--- config.mk ---
export PLATFORM = sky130hd
export DESIGN_NAME = fetch_unit
export DESIGN_NICKNAME = d
export VERILOG_FILES = /design/src/rtl/fetch_unit.sv
export SDC_FILE = /design/constraint.sdc
export NUM_CORES = 1
export LEC_CHECK = 0
export CAP_MARGIN = 25
export CELL_PAD_IN_SITES_DETAIL_PLACEMENT = 1
export CELL_PAD_IN_SITES_GLOBAL_PLACEMENT = 1
export CORE_ASPECT_RATIO = 1.4
export CORE_MARGIN = 2
export CORE_UTILIZATION = 35
export CTS_BUF_LIST = sky130_fd_sc_hd__clkbuf_4
export CTS_CLUSTER_DIAMETER = 40
export DETAILED_ROUTE_END_ITERATION = 12
export GPL_ROUTABILITY_DRIVEN = 0
export HOLD_SLACK_MARGIN = 0.12
export PLACE_DENSITY = 0.77
export SYNTH_ARGS = -nofsm -noshare
export SYNTH_HDL_FRONTEND = slang
export SYNTH_SLANG_ARGS = --single-unit
--- constraint.sdc ---
create_clock -name clock -period 3.5 [get_ports clock]
set_clock_uncertainty 0.05 [all_clocks]
set_input_delay 0.7 -clock clock [delete_from_list [all_inputs] [get_ports clock]]
set_output_delay 0.7 -clock clock [all_outputs]
set_load 0.03 [all_outputs]
--- src/rtl/fetch_unit.sv ---
// fetch_unit
// Instruction fetch stage sitting directly upstream of the decoder/router.
// Reads 4-byte instructions (op, arg1, arg2, arg3) from a byte-wide
// instruction memory with a fixed 1-cycle read latency. Each instruction is
// assembled and presented on i0..i3 together with its index on pc. The stage
// also accepts a branch redirect and reports program completion on done.
//
// Ports:
//   clock, reset       rising-edge clock, synchronous active-high reset
//   mem_addr, mem_rd   byte address {fetch_pc, byte_cnt} and read strobe
//   mem_data           read data, valid the cycle after mem_rd
//   inst_count         number of loaded instructions, static between resets
//   redirect,
//   redirect_pc        single-cycle branch request and target index
//   i0..i3, pc         presented instruction bytes and its index
//   inst_valid,
//   inst_ready         output handshake
//   done               every instruction fetched and the output slot empty
//   fsm_state          current FSM state, for debug and checkers
//
// Handshake: an instruction transfers on every cycle where inst_valid and
// inst_ready are both high. While inst_valid is high and inst_ready is low,
// i0..i3 and pc hold steady. Accept and reload in the same cycle give
// back-to-back instructions with no bubble. A redirect or reset in a cycle
// voids any handshake in that same cycle.
module fetch_unit #(
  parameter int w    = 8,
  parameter int op_w = 8,
  parameter int pc_w = 8
) (
  input  logic            clock,
  input  logic            reset,
  output logic [pc_w+1:0] mem_addr,
  output logic            mem_rd,
  input  logic [w-1:0]    mem_data,
  input  logic [pc_w:0]   inst_count,
  input  logic            redirect,
  input  logic [pc_w-1:0] redirect_pc,
  output logic [op_w-1:0] i0,
  output logic [w-1:0]    i1,
  output logic [w-1:0]    i2,
  output logic [w-1:0]    i3,
  output logic [pc_w-1:0] pc,
  output logic            inst_valid,
  input  logic            inst_ready,
  output logic            done,
  output logic [1:0]      fsm_state
);

  typedef enum logic [1:0] {
    ST_FETCH = 2'd0,
    ST_DRAIN = 2'd1,
    ST_HOLD  = 2'd2,
    ST_END   = 2'd3
  } state_t;

  state_t state, state_next;

  // One bit wider than an instruction index so that a full program of
  // 2**pc_w instructions finishes instead of wrapping back to index 0.
  logic [pc_w:0]   fetch_pc;
  logic [1:0]      byte_cnt;
  logic [w-1:0]    asm0, asm1, asm2, asm3;

  logic            slot_free;
  logic            rd_issue;
  logic            load;
  logic            park;
  logic [w-1:0]    last_byte;

  assign slot_free = !inst_valid || inst_ready;
  assign mem_addr  = {fetch_pc[pc_w-1:0], byte_cnt};
  assign mem_rd    = rd_issue && !reset;
  assign fsm_state = state;

  // The last byte comes straight off the memory bus in DRAIN, or from the
  // parked copy when the instruction had to wait in HOLD.
  assign last_byte = (state == ST_DRAIN) ? mem_data : asm3;

  always_ff @(posedge clock) begin
    if (reset) begin
      state <= ST_FETCH;
    end else begin
      state <= state_next;
    end
  end

  always_comb begin
    state_next = state;
    rd_issue   = 1'b0;
    load       = 1'b0;
    park       = 1'b0;
    case (state)
      ST_FETCH: begin
        // The end-of-program check is made only on an instruction boundary,
        // so a started instruction is always completed.
        if (byte_cnt == 2'd0 && fetch_pc >= inst_count) begin
          state_next = ST_END;
        end else begin
          rd_issue = 1'b1;
          if (byte_cnt == 2'd3) begin
            state_next = ST_DRAIN;
          end
        end
      end
      ST_DRAIN: begin
        if (slot_free) begin
          load       = 1'b1;
          state_next = ST_FETCH;
        end else begin
          park       = 1'b1;
          state_next = ST_HOLD;
        end
      end
      ST_HOLD: begin
        if (slot_free) begin
          load       = 1'b1;
          state_next = ST_FETCH;
        end
      end
      ST_END: begin
        state_next = ST_END;
      end
      default: begin
        state_next = ST_FETCH;
      end
    endcase
    if (redirect) begin
      state_next = ST_FETCH;
    end
  end

  always_ff @(posedge clock) begin
    if (reset) begin
      fetch_pc   <= '0;
      byte_cnt   <= '0;
      asm0       <= '0;
      asm1       <= '0;
      asm2       <= '0;
      asm3       <= '0;
      i0         <= '0;
      i1         <= '0;
      i2         <= '0;
      i3         <= '0;
      pc         <= '0;
      inst_valid <= 1'b0;
      done       <= 1'b0;
    end else if (redirect) begin
      // Clearing byte_cnt means the read issued this cycle is never captured.
      fetch_pc   <= {1'b0, redirect_pc};
      byte_cnt   <= '0;
      inst_valid <= 1'b0;
      done       <= 1'b0;
    end else begin
      if (rd_issue) begin
        byte_cnt <= byte_cnt + 2'd1;
        // Data for the byte issued last cycle arrives now.
        case (byte_cnt)
          2'd1:    asm0 <= mem_data;
          2'd2:    asm1 <= mem_data;
          2'd3:    asm2 <= mem_data;
          default: ;
        endcase
      end
      if (park) begin
        asm3 <= mem_data;
      end
      if (load) begin
        i0         <= op_w'(asm0);
        i1         <= asm1;
        i2         <= asm2;
        i3         <= last_byte;
        pc         <= fetch_pc[pc_w-1:0];
        inst_valid <= 1'b1;
        fetch_pc   <= fetch_pc + 1'b1;
        byte_cnt   <= '0;
      end else if (inst_valid && inst_ready) begin
        inst_valid <= 1'b0;
      end
      done <= (state == ST_END) && !inst_valid;
    end
  end

endmodule

==> run_1/class_map.png <==
Fill, decap, tap and diode cells in gray.
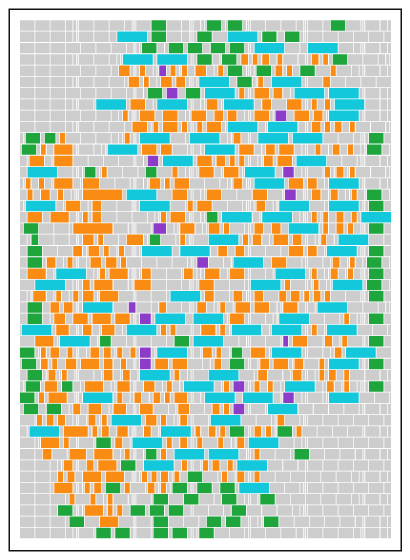
legend:
  cyan:
    class: registers
    cells: 87
    share_of_their_area: 36%
  green:
    class: remaining buffers and delay cells
    cells: 91
    share_of_their_area: 18%
  orange:
    class: remaining logic cells
    cells: 324
    share_of_their_area: 43%
  purple:
    class: clock drivers and dummy loads
    cells: 16
    share_of_their_area: 2.3%
Final Instance Area: 5000 um^2
final core occ: 44.5%
flop share of the area: 34.9%
area of the core: 11,200 um^2
row count: 46

==> run_1/placed.png <==
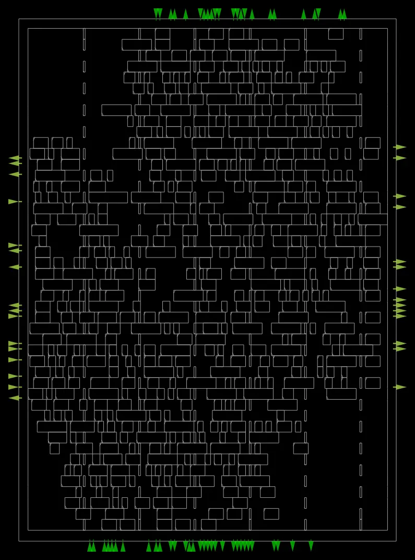
fillcell total: 1,303
flop count: 87

==> run_1/pinout.png <==
Pins as bars across the die edge, other pins in gray.
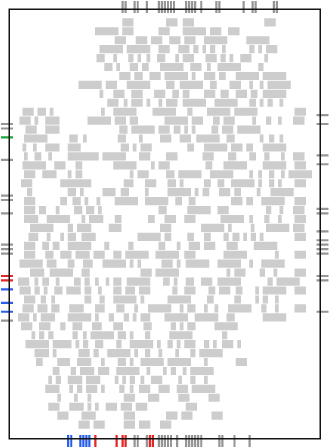
legend:
  red:
    port: redirect_pc
    pins: 8
    direction: input
    edge: 6 south, 2 west
  blue:
    port: inst_count
    pins: 9
    direction: input
    edge: 6 south, 3 west
  green:
    port: mem_rd
    pins: 1
    direction: output
    edge: west

==> metrics.cfg, run 1 <==
[run_status]
outcome = completed

[worst_setup_path]
critPathTopFamily = buffers and inverters
start_kind = input pin
crit_path_end_kind = output pin
crit_required_ns = 2.75
path_cells = clkdlybuf4s50_1, inv_1, ha_1, nand4_2, nor2_4, a21oi_4, o211a_1, nor2b_1, buf_4
rr_endpoint = asm0[4]$_SDFFE_PP0P_
r2r_slack_ns = 1.32
cp.depth = 9
worstReg2RegStart = fetch_pc[0]$_SDFFE_PP0P_
critPathMaxFanout = 6
path_buffers = 3
path_class = in -> out
cp_slowest_stage_delay_ns = 0.46
arrival_ns = 2.61

[global_route]
use_met2_pct = 32.4
grt_pass1_vias = 3249
grt_start_max_net_pins = 62
grt_antenna_before_repair = 1
grt_pass1_wl_um = 16100
grt_overflow = 0
busiest_layer = met2
grtUsageTotal_pct = 16.9
met3_usage_pct = 3.12
use_met1_pct = 18.0

[worst_hold_path]
hold_class = reg -> reg

[yosys]
synth-warning-count = 0
syn_area_per_cell_um2 = 9.01
synth_cells = 442
syn-num-nets = 490
ys_types = 43
ys_chip_area_um2 = 3980
ys_ff = 87
netlist_area_um2 = 3980
postSynthSeqShare_pct = 43.7

[layout]
finalNonFillerCells = 663
final_layout_size_suffix_gt1_share_pct = 7.14
final_cell_mix = dfxtp_1 (87), clkdlybuf4s50_1 (81), nand2_1 (79), mux2i_1 (45), a21oi_1 (41)
fin_nets = 561
layout_top_cell = dfxtp_1

[placement]
place_inst = 646
hpwl_um = 7580
portBuffers = 83

[power_and_ir_drop]
p_leak_nw = 1.86
switchingPower_mw = 0.532
power.density_nw_per_um2 = 365
p_comb_share_pct = 16.2
pwr-share-clk_pct = 27.0
ir_drop_uv = 151
sw_frac_of_total_pct = 29.2
p_comb_mw = 0.296
power.group.top = sequential cells

[timing]
worstMarginPinSlew_ns = 0.605
setup_tns_ns = 0
rsz0062_at_grt = no
max_freq_ghz = 0.297
maxSlewViolCount = 0
period_minus_slack_ns = 3.36
finalHoldViolCount = 0
maxSlewHeadroom_pct = 59.7

[floorplan]
fp_util_pct = 35.5
pin_count = 84
chip_area_um2 = 12300
die_w_um = 94.2

[detailed_routing]
ant_nets = 0
num_vias = 3175
drcViolationCount = 0
routedWlPerCell_um = 15.1
post_drt_via_cell_ratio = 4.79
dr.pass1.iters = 4
drt-total-wl_um = 9980

[cts]
cts_root_buf = clkbuf_4
clk_pin_slew_worst_paths_ns = 0.12
cts_hold_buf = 0
cts_tree = yes
ctsResizeCount = 0
cts_inserted_buffers = 9
h-tree-depth = 3

[flow_run]
drv_cap = 0

[run 1: worst min path at each step]
stage	endpoint	cells after the start	start	slack [ns]
detailed placement	i1[1]$_SDFFE_PP0P_	2	asm1[1]$_SDFFE_PP0P_	0.40
floorplan	i0[4]$_SDFFE_PP0P_	2	asm0[4]$_SDFFE_PP0P_	0.38
global route	i1[4]$_SDFFE_PP0P_	2	i1[4]$_SDFFE_PP0P_	0.44
finish	i2[4]$_SDFFE_PP0P_	2	i2[4]$_SDFFE_PP0P_	0.41
global placement	i1[1]$_SDFFE_PP0P_	2	asm1[1]$_SDFFE_PP0P_	0.39
CTS	i2[4]$_SDFFE_PP0P_	2	i2[4]$_SDFFE_PP0P_	0.41
[run 1: kinds of logic after synthesis]
family                   count (synthesis)  synth area share (%)
adder cells (fa/ha/maj)                 19                  5.97
flip-flops                              87                  43.7
AND-OR/OR-AND                           67                  11.1
XOR/XNOR                                 8                  1.76
multiplexers                            45                  11.3
buffers and inverters                   52                  6.31
AND/OR/NAND/NOR                        164                  19.8
[run 1: registers in the layout, summed over array words and instances (netlist names), 8 cells and up]
signal and cells:
i3 8, asm1 8, i0 8, i2 8, asm0 8, asm3 8, fetch_pc 9, i1 8
pc 8, asm2 8
[run 1: worst reg2reg max path, cell delays in order, from the launching register on]
cell and delay [ns]:
dfxtp_1 0.46, inv_1 0.11, ha_1 0.32, nor2b_1 0.13
o21ai_1 0.12, a21oi_4 0.29, o2111a_1 0.23, buf_4 0.21
mux2i_1 0.21
[run 1: cell usage after synthesis (all sizes together)]
master,n,share of area [%]
dfxtp,87,44
nand2,80,7.6
mux2i,45,11
a21oi,42,5.6
nand2b,33,5.2
nor2,28,3.1
buf,21,3.4
inv,21,2.0
ha,19,6.0
clkbuf,10,0.94
a211oi,8,1.5
nor2b,6,0.94
xnor2,6,1.3
o21a,5,0.94
nand3,4,0.50
nand4,3,0.63
o21ai,3,0.38
a22oi,2,0.38
and2,2,0.31
nor3,2,0.25
o2111ai,2,1.3
xor2,2,0.44
a21boi,1,0.19
a21o,1,0.19
and2b,1,0.19
nor3b,1,0.19
nor4,1,0.31
nor4b,1,0.22
o2111a,1,0.28
o211a,1,0.25
o22ai,1,0.16
or2,1,0.16
or3,1,0.16
[run 1: metrics by stage]
stage,hold WS (ns),cell area (um^2),total power [mW],util [%],setup slack [ns]
2_1_floorplan,0.382,3980,1.25,-,0.592
3_3_place_gp,0.392,4880,1.35,43.5,0.178
3_5_place_dp,0.396,4880,1.36,43.5,0.109
4_1_cts,0.415,4990,1.85,44.5,0.110
5_1_grt,0.437,5000,1.92,44.5,0.0384
6_report,0.410,5000,1.82,44.5,0.136
[run 1: routing by layer]
layer | wire length [um] | vias up
met5 | 0 | -
met4 | 229 | 0
met3 | 230 | 13
met2 | 5570 | 49
met1 | 3950 | 1519
li1 | - | 1594
[run 1: layout make-up]
cell class | instances | area [um^2] | area share (%)
inverters | 21 | 78.8 | 1.58
flip-flops and latches | 87 | 1740 | 34.9
multi-input cells | 303 | 2000 | 40.0
clock inverters | 6 | 37.5 | 0.751
well taps | 144 | 180 | 3.61
repair buffers | 91 | 883 | 17.7
diodes | 1 | 2.50 | 0.0501
clock buffers | 10 | 75.1 | 1.50
## Run 2: what changed since run 1
Settings changed: PLACE_DENSITY 0.77 to 0.8.
Clock period 3.5 ns to 2.8 ns, I/O delays scaled along.
==> run_2/class_map.png <==
Fill, decap, tap and diode cells in gray.
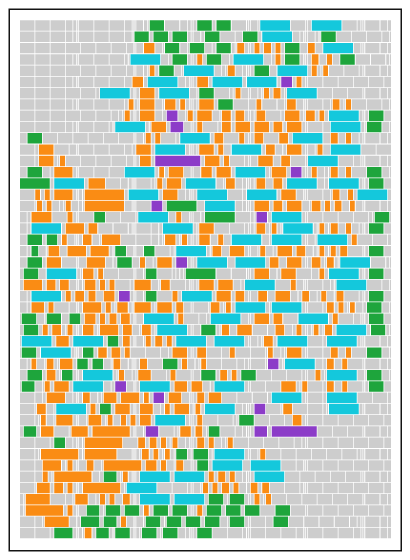
legend:
  cyan:
    class: registers
    cells: 87
    share_of_their_area: 34%
  green:
    class: remaining buffers and delay cells
    cells: 103
    share_of_their_area: 20%
  orange:
    class: remaining logic cells
    cells: 324
    share_of_their_area: 43%
  purple:
    class: clock drivers and dummy loads
    cells: 16
    share_of_their_area: 3.3%
final core occ: 47.4%
Final Instance Area: 5330 um^2

==> run_2/placed.png <==
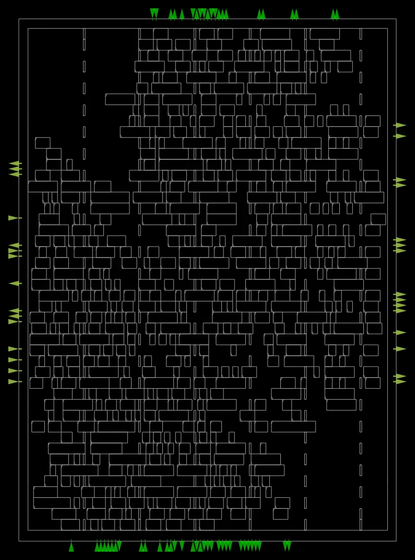
flop share of the area: 32.7%
Non-Filler Instances: 675
fillcell total: 1,295
tap cell count: 144

==> run_2/clock_wires.png <==
Bar = 20 um.
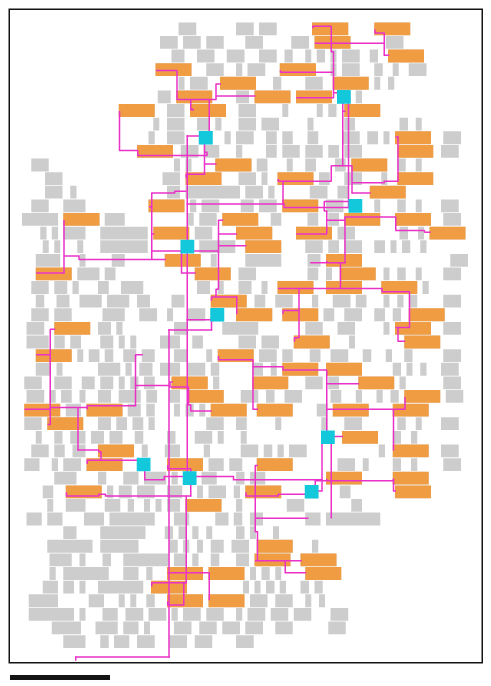
legend:
  magenta:
    item: clock wires
    length: 1,100 um
  cyan:
    item: clock-net drivers
    count: 9
  orange:
    item: flip-flops
    count: 87
flops lie: spread over the die
routed clock nets: 10

==> metrics.cfg, run 2 <==
[yosys]
top_cell_area_share_pct = 43.7
ys_types = 43
ys_ff = 87
synth-warning-count = 0
ff_type = dfxtp_1
syn-num-nets = 490
synth_cells = 442
area_leaders = dfxtp_1 (44%), mux2i_1 (11%), nand2_1 (7.4%)
top_cell = dfxtp_1
common_cells = dfxtp_1 (87), nand2_1 (79), mux2i_1 (45)
ys_chip_area_um2 = 3980

[global_route]
grt_pass1_vias = 3407
grt_antenna_before_repair = 1
grt_overflow = 0
grtUsageTotal_pct = 17.9

[worst_setup_path]
path_buffers = 2
crit_path_end_kind = output pin
path_class = in -> out
arrival_ns = 2.13
crit_required_ns = 2.19
critPathTopFamily = buffers and inverters

[placement]
dp_slack_ns = -0.251

[timing]
rsz0062_at_grt = no
max_freq_ghz = 0.365
fin_ws_ns = 0.0574
finalHoldViolCount = 0

[cts]
cts_inserted_buffers = 9
h-tree-depth = 3
clk_pin_slew_worst_paths_ns = 0.15
cts_root_buf = clkbuf_4
cts_hold_buf = 0

[run_status]
outcome = completed

[worst_hold_path]
hold_class = reg -> reg

[layout]
logic_area_um2 = 2130
fin_nets = 573
final_cell_mix = dfxtp_1 (87), nand2_1 (78), clkdlybuf4s50_1 (73), mux2i_1 (45), a21oi_1 (39)

[detailed_routing]
routedWlPerCell_um = 15.7
dr.pass1.iters = 4
num_vias = 3279

[floorplan]
fp_util_pct = 35.5
rows = 46
core_um2 = 11200
pin_count = 84

[power_and_ir_drop]
power.density_nw_per_um2 = 480

==> run 2: cell counts after synthesis <==
Identical to the previous run, type by type.
==> run 2: cells by family after synthesis <==
logic type	synth area share (%)
simple gates	19.8
flops	43.7
compound gates	11.1
buf+inv	6.31
mux	11.3
fa+ha+maj	5.97
xor+xnor	1.76
==> run 2: worst paths after layout <==
path,from,to,slack (ns),cells past startpoint
max,inst_count[0],mem_rd,0.06,8
min reg2reg,i1[1]$_SDFFE_PP0P_,i1[1]$_SDFFE_PP0P_,0.41,2
max reg2reg,fetch_pc[0]$_SDFFE_PP0P_,asm0[4]$_SDFFE_PP0P_,0.40,10
min,i1[1]$_SDFFE_PP0P_,i1[1]$_SDFFE_PP0P_,0.41,2
==> run 2: worst register-to-register path: stages (launching register included) <==
cell,delay (ns)
dfxtp_1,0.37
inv_1,0.08
ha_1,0.29
nor2b_1,0.14
o21ai_2,0.09
a21oi_4,0.14
buf_4,0.13
buf_4,0.10
buf_4,0.14
o2111a_1,0.53
mux2i_1,0.26
==> run 2: routing by layer <==
metal	track usage [%]	routed length [um]
met1	19.1	4020
met3	2.83	301
met4	7.33	287
met2	34.4	6010
met5	0	0
==> run 2: cell type report <==
type,count,area share (%)
flip-flops and latches,87,32.7
repair buffers,103,19.2
multi-input cells,303,40.0
diodes,1,0.0470
well taps,144,3.38
inverters,21,1.48
clock buffers,10,1.41
clock inverters,6,1.76
==> run 2: repair_timing <==
item | in CTS | in global routing
setup endpoints to repair | 1 | 1
pin swaps | 10 | 5
setup buffers | 1 | 1
resized | 26 | 8
==> run 2: where the power goes <==
| group | switching (mW) | internal, mW |
|---|---|---|
| clock network | 0.459 | 0.378 |
| registers | 0.0271 | 1.27 |
| logic | 0.236 | 0.191 |
## Run 3: what changed since run 2
Settings changed: ABC_CLOCK_PERIOD_IN_PS set to 2800.
==> run_3/class_map.png <==
Fill, decap, tap and diode cells in gray.
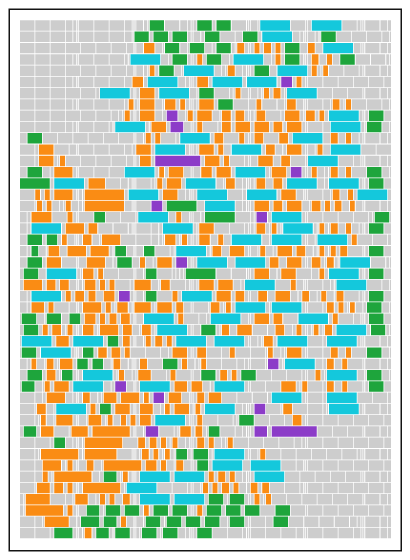
legend:
  cyan:
    class: registers
    cells: 87
    share_of_their_area: 34%
  orange:
    class: remaining logic cells
    cells: 324
    share_of_their_area: 43%
  purple:
    class: clock drivers and dummy loads
    cells: 16
    share_of_their_area: 3.3%
  green:
    class: remaining buffers and delay cells
    cells: 103
    share_of_their_area: 20%

==> run_3/placed.png <==
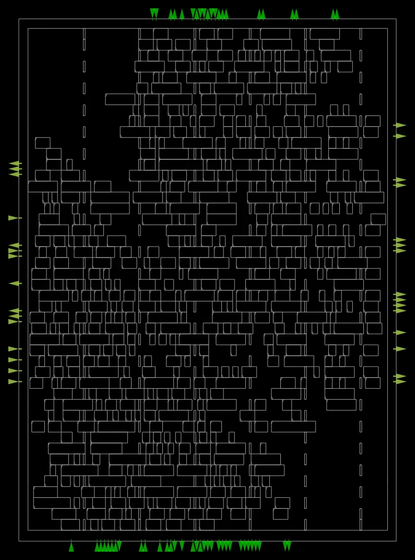

==> run_3/clock_wires.png <==
Bar = 20 um.
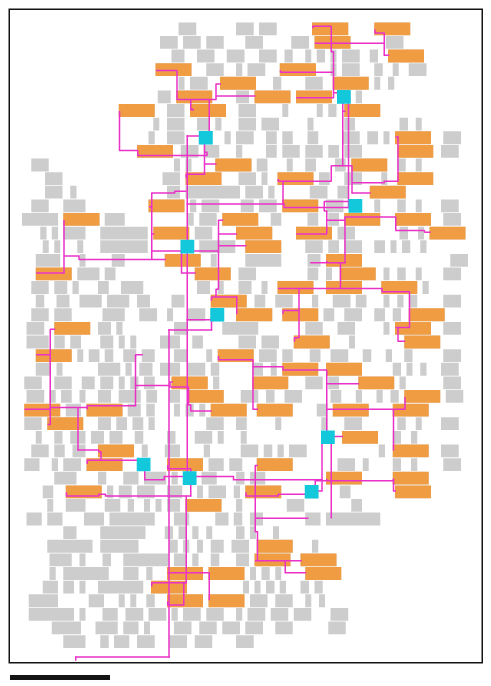
legend:
  magenta:
    item: clock wires
    length: 1,100 um
  orange:
    item: flip-flops
    count: 87
  cyan:
    item: clock-net drivers
    count: 9
flops lie: spread over the die
routed clock nets: 10

==> metrics.cfg, run 3 <==
[run_status]
outcome = completed

[worst_hold_path]
holdPathStages = 2
hold_class = reg -> reg
min_from = i1[1]$_SDFFE_PP0P_

[layout]
n_fill_cell = 1295
largest_reg_flops = 9
finish.utilization_pct = 47.4
layout_top_cell = dfxtp_1
final_cell_mix = dfxtp_1 (87), nand2_1 (78), clkdlybuf4s50_1 (73), mux2i_1 (45), a21oi_1 (39)
final_layout_size_suffix_gt1_share_pct = 13.4
finalNonFillerCells = 675
max_flop_register = fetch_pc
fin_nets = 573

[power_and_ir_drop]
power.density_nw_per_um2 = 480
p_leak_nw = 1.99
seq_power_share_pct = 50.6
p_comb_share_pct = 16.7
ir_drop_uv = 232
sw_frac_of_total_pct = 28.2
pwr-share-clk_pct = 32.7
switchingPower_mw = 0.722
p_int_mw = 1.84

[timing]
rsz0062_at_grt = no
fin_ws_ns = 0.0574
maxSlewHeadroom_pct = 60.4
maxSlewViolCount = 0
period_minus_slack_ns = 2.74
setup_tns_ns = 0
finalHoldViolCount = 0
worstMarginPinSlew_ns = 0.595

[yosys]
synthDominantAreaCellType = dfxtp_1
ys_chip_area_um2 = 3980
synthArstFlopShare_pct = 0
edf_count = 0
postSynthSeqShare_pct = 43.7
ys_types = 43
ff_type = dfxtp_1
synth-warning-count = 0
common_cells = dfxtp_1 (87), nand2_1 (79), mux2i_1 (45)
ys_ff = 87
syn-num-nets = 490
top_cell = dfxtp_1
syn_area_per_cell_um2 = 9.01
top_cell_area_share_pct = 43.7
synth_cells = 442

[placement]
place_inst = 656
hpwl_um = 7950
portBuffers = 83
dp_slack_ns = -0.251

[worst_setup_path]
path_class = in -> out
path_buffers = 2
r2r_slack_ns = 0.40
critPathTopFamily = buffers and inverters
arrival_ns = 2.13
rr_worst_depth = 10
path_cells = clkdlybuf4s50_1, ha_1, nor2b_1, o21ai_2, a21oi_4, o211a_1, nor2b_4, buf_12
cp_slowest_stage_delay_ns = 0.46
rr_endpoint = asm0[4]$_SDFFE_PP0P_
crit_path_end_kind = output pin
crit_required_ns = 2.19
start_kind = input pin

[cts]
cts_inserted_buffers = 9
clk_pin_slew_worst_paths_ns = 0.15
cts_hold_buf = 0
cts_root_buf = clkbuf_4
cts_tree = yes
h-tree-depth = 3

[flow_run]
drv_cap = 0

[floorplan]
die_w_um = 94.2
pin_count = 84
core_um2 = 11200
fp_util_pct = 35.5
rows = 46
chip_area_um2 = 12300

[detailed_routing]
drcViolationCount = 0
drt-total-wl_um = 10600
dr.pass1.iters = 4
ant_nets = 0
post_drt_via_cell_ratio = 4.86
num_vias = 3279

[global_route]
grt_start_max_net_pins = 73
grt_pass1_wl_um = 16900
grt_pass1_vias = 3407
grt_antenna_before_repair = 1
grtUsageTotal_pct = 17.9
grt_overflow = 0

==> run 3: tightest hold or removal path, cell delays in order, from the launching register on <==
cell and delay [ns]:
dfxtp_1 0.34, nand2_1 0.05, a21oi_1 0.05
==> run 3: cell type report <==
type                       count  area [um^2]  area share, %
timing repair buffer         103         1020           19.2
clock buffer                  10         75.1           1.41
sequential                    87         1740           32.7
clock inverter                 6         93.8           1.76
antenna                        1         2.50         0.0470
tap                          144          180           3.38
multi-input combinational    303         2130           40.0
inverter                      21         78.8           1.48
==> run 3: logic make-up (layout without fill, tap and decap cells) <==
family | Yosys count | in the layout | synth area share, %
AND-OR/OR-AND | 67 | 67 | 11.1
adder cells (fa/ha/maj) | 19 | 19 | 5.97
AND/OR/NAND/NOR | 164 | 164 | 19.8
buffers and inverters | 52 | 140 | 6.31
flip-flops | 87 | 87 | 43.7
XOR/XNOR | 8 | 8 | 1.76
other | 0 | 1 | 0
multiplexers | 45 | 45 | 11.3
==> run 3: worst max path at each step <==
stage	startpoint	endpoint	slack (ns)	cells past startpoint
CTS	inst_count[4]	mem_rd	0.007	9
floorplan	inst_count[8]	mem_rd	0.17	7
detailed placement	inst_count[8]	mem_rd	-0.25	9
global route	inst_count[0]	mem_rd	0.003	8
global placement	inst_count[8]	mem_rd	-0.14	9
finish	inst_count[0]	mem_rd	0.06	8
==> run 3: power groups by stage <==
stage / Clock (mW) / Sequential [mW] / Combinational (mW)
floorplan: 0 / 1.34 / 0.216
global placement: 0 / 1.32 / 0.389
detailed placement: 0 / 1.32 / 0.403
CTS: 0.853 / 1.29 / 0.427
global route: 0.905 / 1.30 / 0.462
finish: 0.837 / 1.29 / 0.427
==> run 3: timing repair <==
item                                    4_1_cts  5_1_grt
buffers inserted                              1        1
endpoints found under the setup margin        1        1
pin swaps                                    10        5
cloned                                        0        0
gates resized                                26        8
==> run 3: per-layer routing <==
layer	global-route usage [%]	vias up	share of wire, %
met4	7.33	0	2.7
li1	-	1618	-
met3	2.83	19	2.8
met1	19.1	1586	38
met5	0	-	0
met2	34.4	56	57
==> run 3: metrics by stage <==
stage / hold WS [ns] / power (mW) / area, um^2
3_3_place_gp: 0.394 / 1.71 / 5010
2_1_floorplan: 0.382 / 1.56 / 3980
5_1_grt: 0.433 / 2.66 / 5330
3_5_place_dp: 0.399 / 1.72 / 5010
6_report: 0.413 / 2.56 / 5330
4_1_cts: 0.418 / 2.57 / 5300
No activity file was given, so power comes from the tool's default toggle rates.
